--- src/rtl/byte_ram_lsu.sv ---
// byte_ram_lsu: load/store sequencer driving a byte-wide dual-port RAM, two bytes per beat.
// Optional LSU_RANGE_CHECK_EN flags requests whose address bits above ADDR_W are nonzero.
module byte_ram_lsu #(
  parameter int ADDR_W = 10
) (
  input  logic              clk,
  input  logic              rst,
  input  logic              req_valid,
  output logic              req_ready,
  input  logic              req_we,
  input  logic [2:0]        req_funct3,
  input  logic [31:0]       req_addr,
  input  logic [31:0]       req_wdata,
  output logic              resp_valid,
  output logic [31:0]       resp_rdata,
  output logic              resp_err,
  output logic [ADDR_W-1:0] addr_a,
  output logic [7:0]        data_in_a,
  output logic              we_a,
  input  logic [7:0]        data_out_a,
  output logic [ADDR_W-1:0] addr_b,
  output logic [7:0]        data_in_b,
  output logic              we_b,
  input  logic [7:0]        data_out_b
);
  typedef enum logic [1:0] {IDLE, BEAT0, BEAT1, RESP} state_e;
  state_e state_q, state_d;
  logic [ADDR_W-1:0] addr_q, addr_d, addr_a_q, addr_a_d, addr_b_q, addr_b_d;
  logic [15:0] wdata_hi_q, wdata_hi_d, asm_q, asm_d;
  logic [31:0] rdata_q, rdata_d, ext;
  logic [2:0] funct3_q, funct3_d;
  logic [7:0] din_a_q, din_a_d, din_b_q, din_b_d;
  logic we_q, we_d, err_q, err_d, we_a_q, we_a_d, we_b_q, we_b_d;
  logic illegal, misaligned, range_err, req_byte;
  logic [15:0] beat_data;
  assign req_byte   = req_funct3[1:0] == 2'b00;
  assign illegal    = req_funct3[1:0] == 2'b11 || req_funct3[2:1] == 2'b11 || (req_we && req_funct3[2]);
  assign misaligned = (req_funct3[1:0] == 2'b01 && req_addr[0]) || (req_funct3[1:0] == 2'b10 && |req_addr[1:0]);
`ifdef LSU_RANGE_CHECK_EN
  assign range_err = |req_addr[31:ADDR_W];
`else
  logic unused_hi;
  assign unused_hi = ^req_addr[31:ADDR_W];
  assign range_err = 1'b0;
`endif
  assign beat_data = {data_out_b, data_out_a};
  // funct3[0] selects halfword, funct3[2] selects zero-extension
  assign ext = funct3_q[0]
    ? {funct3_q[2] ? 16'h0 : {16{beat_data[15]}}, beat_data}
    : {funct3_q[2] ? 24'h0 : {24{beat_data[7]}}, beat_data[7:0]};
  always_comb begin
    state_d    = state_q;
    addr_d     = addr_q;
    wdata_hi_d = wdata_hi_q;
    funct3_d   = funct3_q;
    we_d       = we_q;
    asm_d      = asm_q;
    addr_a_d   = addr_a_q;
    addr_b_d   = addr_b_q;
    din_a_d    = din_a_q;
    din_b_d    = din_b_q;
    we_a_d     = 1'b0;
    we_b_d     = 1'b0;
    err_d      = 1'b0;
    rdata_d    = '0;
    unique case (state_q)
      IDLE: if (req_valid) begin
        addr_d     = req_addr[ADDR_W-1:0];
        wdata_hi_d = req_wdata[31:16];
        funct3_d   = req_funct3;
        we_d       = req_we;
        if (illegal || misaligned || range_err) begin
          state_d = RESP;
          err_d   = 1'b1;
        end else begin
          state_d  = BEAT0;
          addr_a_d = req_addr[ADDR_W-1:0];
          addr_b_d = req_byte ? addr_b_q : req_addr[ADDR_W-1:0] + ADDR_W'(1);
          din_a_d  = req_wdata[7:0];
          din_b_d  = req_byte ? din_b_q : req_wdata[15:8];
          we_a_d   = req_we;
          we_b_d   = req_we && !req_byte;
        end
      end
      BEAT0: begin
        asm_d = beat_data;
        if (funct3_q[1]) begin
          state_d  = BEAT1;
          addr_a_d = addr_q + ADDR_W'(2);
          addr_b_d = addr_q + ADDR_W'(3);
          din_a_d  = wdata_hi_q[7:0];
          din_b_d  = wdata_hi_q[15:8];
          we_a_d   = we_q;
          we_b_d   = we_q;
        end else begin
          state_d = RESP;
          rdata_d = we_q ? '0 : ext;
        end
      end
      BEAT1: begin
        state_d = RESP;
        rdata_d = we_q ? '0 : {beat_data, asm_q};
      end
      default: state_d = IDLE;
    endcase
  end
  always_ff @(posedge clk or posedge rst) begin
    if (rst) begin
      state_q    <= IDLE;
      addr_q     <= '0;
      wdata_hi_q <= '0;
      funct3_q   <= '0;
      we_q       <= 1'b0;
      asm_q      <= '0;
      addr_a_q   <= '0;
      addr_b_q   <= '0;
      din_a_q    <= '0;
      din_b_q    <= '0;
      we_a_q     <= 1'b0;
      we_b_q     <= 1'b0;
      err_q      <= 1'b0;
      rdata_q    <= '0;
    end else begin
      state_q    <= state_d;
      addr_q     <= addr_d;
      wdata_hi_q <= wdata_hi_d;
      funct3_q   <= funct3_d;
      we_q       <= we_d;
      asm_q      <= asm_d;
      addr_a_q   <= addr_a_d;
      addr_b_q   <= addr_b_d;
      din_a_q    <= din_a_d;
      din_b_q    <= din_b_d;
      we_a_q     <= we_a_d;
      we_b_q     <= we_b_d;
      err_q      <= err_d;
      rdata_q    <= rdata_d;
    end
  end
  assign req_ready  = state_q == IDLE;
  assign resp_valid = state_q == RESP;
  assign resp_err   = err_q;
  assign resp_rdata = rdata_q;
  assign addr_a     = addr_a_q;
  assign addr_b     = addr_b_q;
  assign data_in_a  = din_a_q;
  assign data_in_b  = din_b_q;
  assign we_a       = we_a_q;
  assign we_b       = we_b_q;
endmodule

--- config.mk ---
export PLATFORM = sky130hd
export DESIGN_NAME = byte_ram_lsu
export DESIGN_NICKNAME = d
export VERILOG_FILES = /design/src/rtl/byte_ram_lsu.sv
export SDC_FILE = /design/constraint.sdc
export NUM_CORES = 1
export LEC_CHECK = 0
export CORE_MARGIN = 5
export CORE_UTILIZATION = 48
export CTS_CLUSTER_SIZE = 10
export DETAILED_ROUTE_END_ITERATION = 16
export HOLD_SLACK_MARGIN = 0.12
export MAX_ROUTING_LAYER = met4
export PLACE_DENSITY = 0.79
export SYNTH_ARGS = -nofsm -noshare
export SYNTH_HDL_FRONTEND = slang
export SYNTH_SLANG_ARGS = --single-unit
--- constraint.sdc ---
create_clock -name clk -period 4.7 [get_ports clk]
set_input_delay 0.94 -clock clk [delete_from_list [all_inputs] [get_ports clk]]
set_output_delay 0.94 -clock clk [all_outputs]
set_load 0.03 [all_outputs]
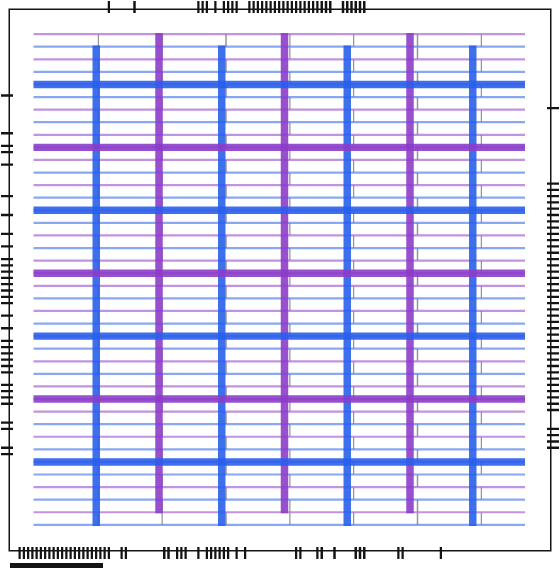
*Floorplan with the power grid, run 1*
Bar = 20 um. Pins as bars on the die edge. Tap cells in grey.
Key: blue = VSS; purple = VDD
160 signal pins sit on the boundary. The core has 39 rows. 7 straps on met4. 7 straps on met5. 40 met1 rails follow the rows.
Core Footprint: 11300 um^2
maximum vdd drop: 0.353 mV

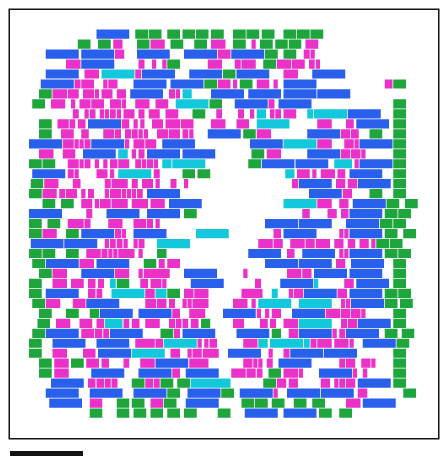
*Cell classes on the final placement, run 1*
Bar = 20 um.
Key: cyan = clock drivers and dummy loads [cells 32]; magenta = remaining logic cells [cells 336]; blue = sequential cells [cells 119]; green = remaining buffers and delay cells [cells 141]
FP Rows: 39
final core occ: 0.664

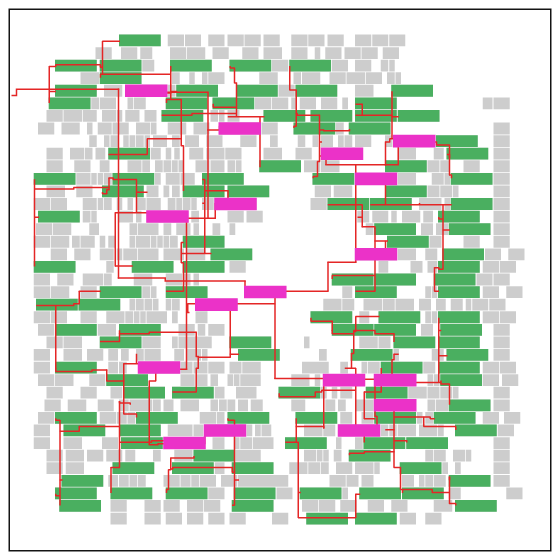
*Clock wires, drivers and flops, run 1*
Key: red = clock wires [length 1420 um]; green = flip-flops [count 119]; magenta = clock-net drivers [count 17]
Position of the flops: all over the die.
Latency at later pin: 0.40 ns
P_clk: 1200 uW
Worst Skew: 0.00757 ns

==> GITHUB_STEP_SUMMARY, run 1 <==
### Flow metrics

| Metric | Value |
|---|---|
| Fmax | 334 MHz |
| R2r setup slk | 1.89 ns |
| Met2 wire length | 6190 um |
| Comb pwr | 2520 uW |
| Initial antenna violation count | 0 |
| Tap cells | 143 |
| Dpl ws | 1.31 ns |
| CTS resizes | 0 |
| Max-cap violations | 0 |
| First-pass GRT wire length | 20600 um |
| Final clock-cell share | 0.0749 |
| RSZ-0062 raised after global routing | false |
| Hold Path Sink | addr_a[0]$_DFFE_PP0P_ |
| DR vias/cell | 5.21 |
| Top power group | combinational logic |
| Yosys top cell by area | dfrtp_1 |
| PD cells | 733 nW/um^2 |
| Crit path capture type | primary output |
| Met1 usage | 0.246 |
| Tot Pwr | 5490 uW |
| Top sig layer | met4 |
| Global Route met2 Usage | 0.320 |
| Count of clock tree sinks | 119 |
| R2r worst-path depth | 8 |
| Register share of total power | 0.322 |
| Crit path time final | 3.00 ns |
| Dominant class by area | sequential cells |
| Multi-input combinational area share | 0.309 |
| RR Startpoint | state_q[1]$_DFFE_PP0P_ |
| M3 GR Usage | 0.0503 |
| Inserted Clock Buffers | 17 |
| Run status | complete, no violations |
| Flop count | 119 |
| Max clock buf depth | 2 |
| Setup violators final | 0 |
| Cells after Synth | 482 |
| Worst path top cell family by delay | buffers and inverters |
| Layout area overhead | 36.8% |
| Mapped Nets | 578 |
| Worst hold path startpoint | addr_a[0]$_DFFE_PP0P_ |
| Clock network fraction of total power | 0.218 |
| Post-DP Area | 6920 um^2 |
| Yosys xor share | 0.0368 |
| Crit path from | state_q[1]$_DFFE_PP0P_ |
| Slew HR | 0.197 |
| Yosys stat area | 5470 um^2 |
| Synth Area per Inst | 11.3 um^2 |
| Combinational share of power | 0.460 |
| Pin count of the biggest net entering global routing | 84 |
| Top cells excl fill/tap | 137 x clkdlybuf4s50_1, 119 x dfrtp_1, 58 x nand2_1 |
| Setup TNS | 0 ns |
| Most numerous logic cell after layout | clkdlybuf4s50_1 |
| Commonest flop | dfrtp_1 |
| M1 wire length | 5210 um |
| AO/OA Area Share | 0.123 |
| I/O Pins | 160 |
| Clk slew on worst S/H paths | 0.05 ns |
| Setup Fix Bufs, Post-CTS | 0 |
| Layout fillers | 881 |
==> inputs of run 2 (changes only) <==
--- a/config.mk
+++ b/config.mk
@@ -6,12 +6,12 @@
 export NUM_CORES = 1
 export LEC_CHECK = 0
 export CORE_MARGIN = 5
-export CORE_UTILIZATION = 48
+export CORE_UTILIZATION = 43
 export CTS_CLUSTER_SIZE = 10
 export DETAILED_ROUTE_END_ITERATION = 16
 export HOLD_SLACK_MARGIN = 0.12
 export MAX_ROUTING_LAYER = met4
-export PLACE_DENSITY = 0.79
+export PLACE_DENSITY = 0.75
 export SYNTH_ARGS = -nofsm -noshare
 export SYNTH_HDL_FRONTEND = slang
 export SYNTH_SLANG_ARGS = --single-unit
==> constraint.sdc (replaced) <==
create_clock -name clk -period 2.75 [get_ports clk]
set_input_delay 0.55 -clock clk [delete_from_list [all_inputs] [get_ports clk]]
set_output_delay 0.55 -clock clk [all_outputs]
set_load 0.03 [all_outputs]
==> GITHUB_STEP_SUMMARY, run 2 <==
### Flow metrics

| Metric | Value |
|---|---|
| Run status | complete, no violations |
| CTS resizes | 0 |
| Most numerous logic cell after layout | clkdlybuf4s50_1 |
| Max clock buf depth | 2 |
| Met1 usage | 0.244 |
| Yosys stat area | 5470 um^2 |
| R2r worst-path depth | 6 |
| Layout fillers | 1040 |
| Mapped Nets | 578 |
| Fmax | 385 MHz |
| Synth Area per Inst | 11.3 um^2 |
| I/O Pins | 160 |
| Combinational share of power | 0.450 |
| Layout area overhead | 40.1% |
| Crit path from | state_q[0]$_DFFE_PP0P_ |
| Slew HR | 0.299 |
| Comb pwr | 4390 uW |
| Register share of total power | 0.311 |
| Core Footprint | 12600 um^2 |
| Clk slew on worst S/H paths | 0.05 ns |
| P_clk | 2340 uW |
| Worst hold path startpoint | data_in_a[7]$_DFFE_PP0P_ |
| Dpl ws | 0.126 ns |
| R2r setup slk | 0.32 ns |
| Max-cap violations | 0 |
| Initial antenna violation count | 0 |
| Setup violators final | 0 |
| Maximum vdd drop | 0.497 mV |
| Setup TNS | 0 ns |
| Total grt overflow | 0 |
| Count of clock tree sinks | 119 |
| Hold Path Sink | data_in_a[7]$_DFFE_PP0P_ |
| RSZ-0062 raised after global routing | false |
| Leak pwr | 0.00319 uW |
| Flop count | 119 |
| Crit path time final | 2.60 ns |
| Yosys xor share | 0.0368 |
| Worst path top cell family by delay | buffers and inverters |
| Clock network fraction of total power | 0.240 |
| M1 wire length | 5830 um |
| Yosys top cell by area | dfrtp_1 |
| Hold Path Depth | 2 |
| Global Route met2 Usage | 0.284 |
| Setup Fix Bufs, Post-CTS | 0 |
| PD cells | 1270 nW/um^2 |
| Post-DP Area | 7030 um^2 |
| Final clock-cell share | 0.0821 |
| Top sig layer | met4 |
| Met2 wire length | 6210 um |
| Crit path capture type | primary output |
| Latency at later pin | 0.41 ns |
| Adder-cell share of the synthesized area | 0.0206 |
| Tot Pwr | 9760 uW |
| Inserted Clock Buffers | 17 |
| Top cells excl fill/tap | 137 x clkdlybuf4s50_1, 119 x dfrtp_1, 58 x nand2_1 |
| Dominant class by area | sequential cells |
| RR Startpoint | state_q[1]$_DFFE_PP0P_ |
| Ys async rst share | 1.00 |
| AO/OA Area Share | 0.123 |
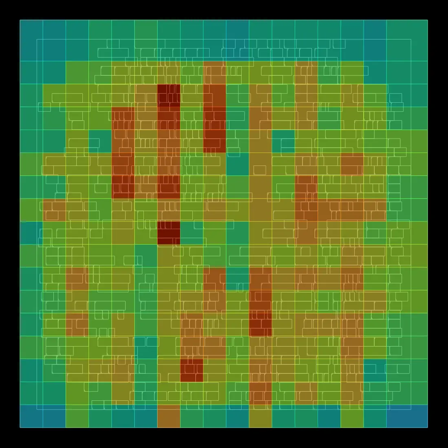
*Routing congestion map, run 2*
GR Util All Layers: 0.186
M3 GR Usage: 0.0535
routed length per instance: 16.2 um
busiest grt layer: met2
final core occ: 0.610

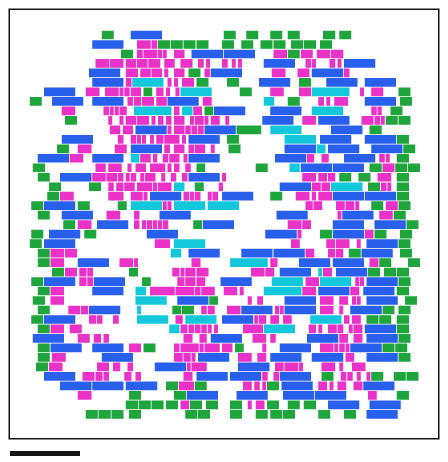
*Cell classes on the final placement, run 2*
Bar = 20 um.
Key: magenta = remaining logic cells [cells 336]; cyan = clock drivers and dummy loads [cells 32]; green = remaining buffers and delay cells [cells 149]; blue = sequential cells [cells 119]
flop share of the area: 0.389
FP Rows: 41

Power figures rest on the tool's default switching activity, not on a simulated workload.
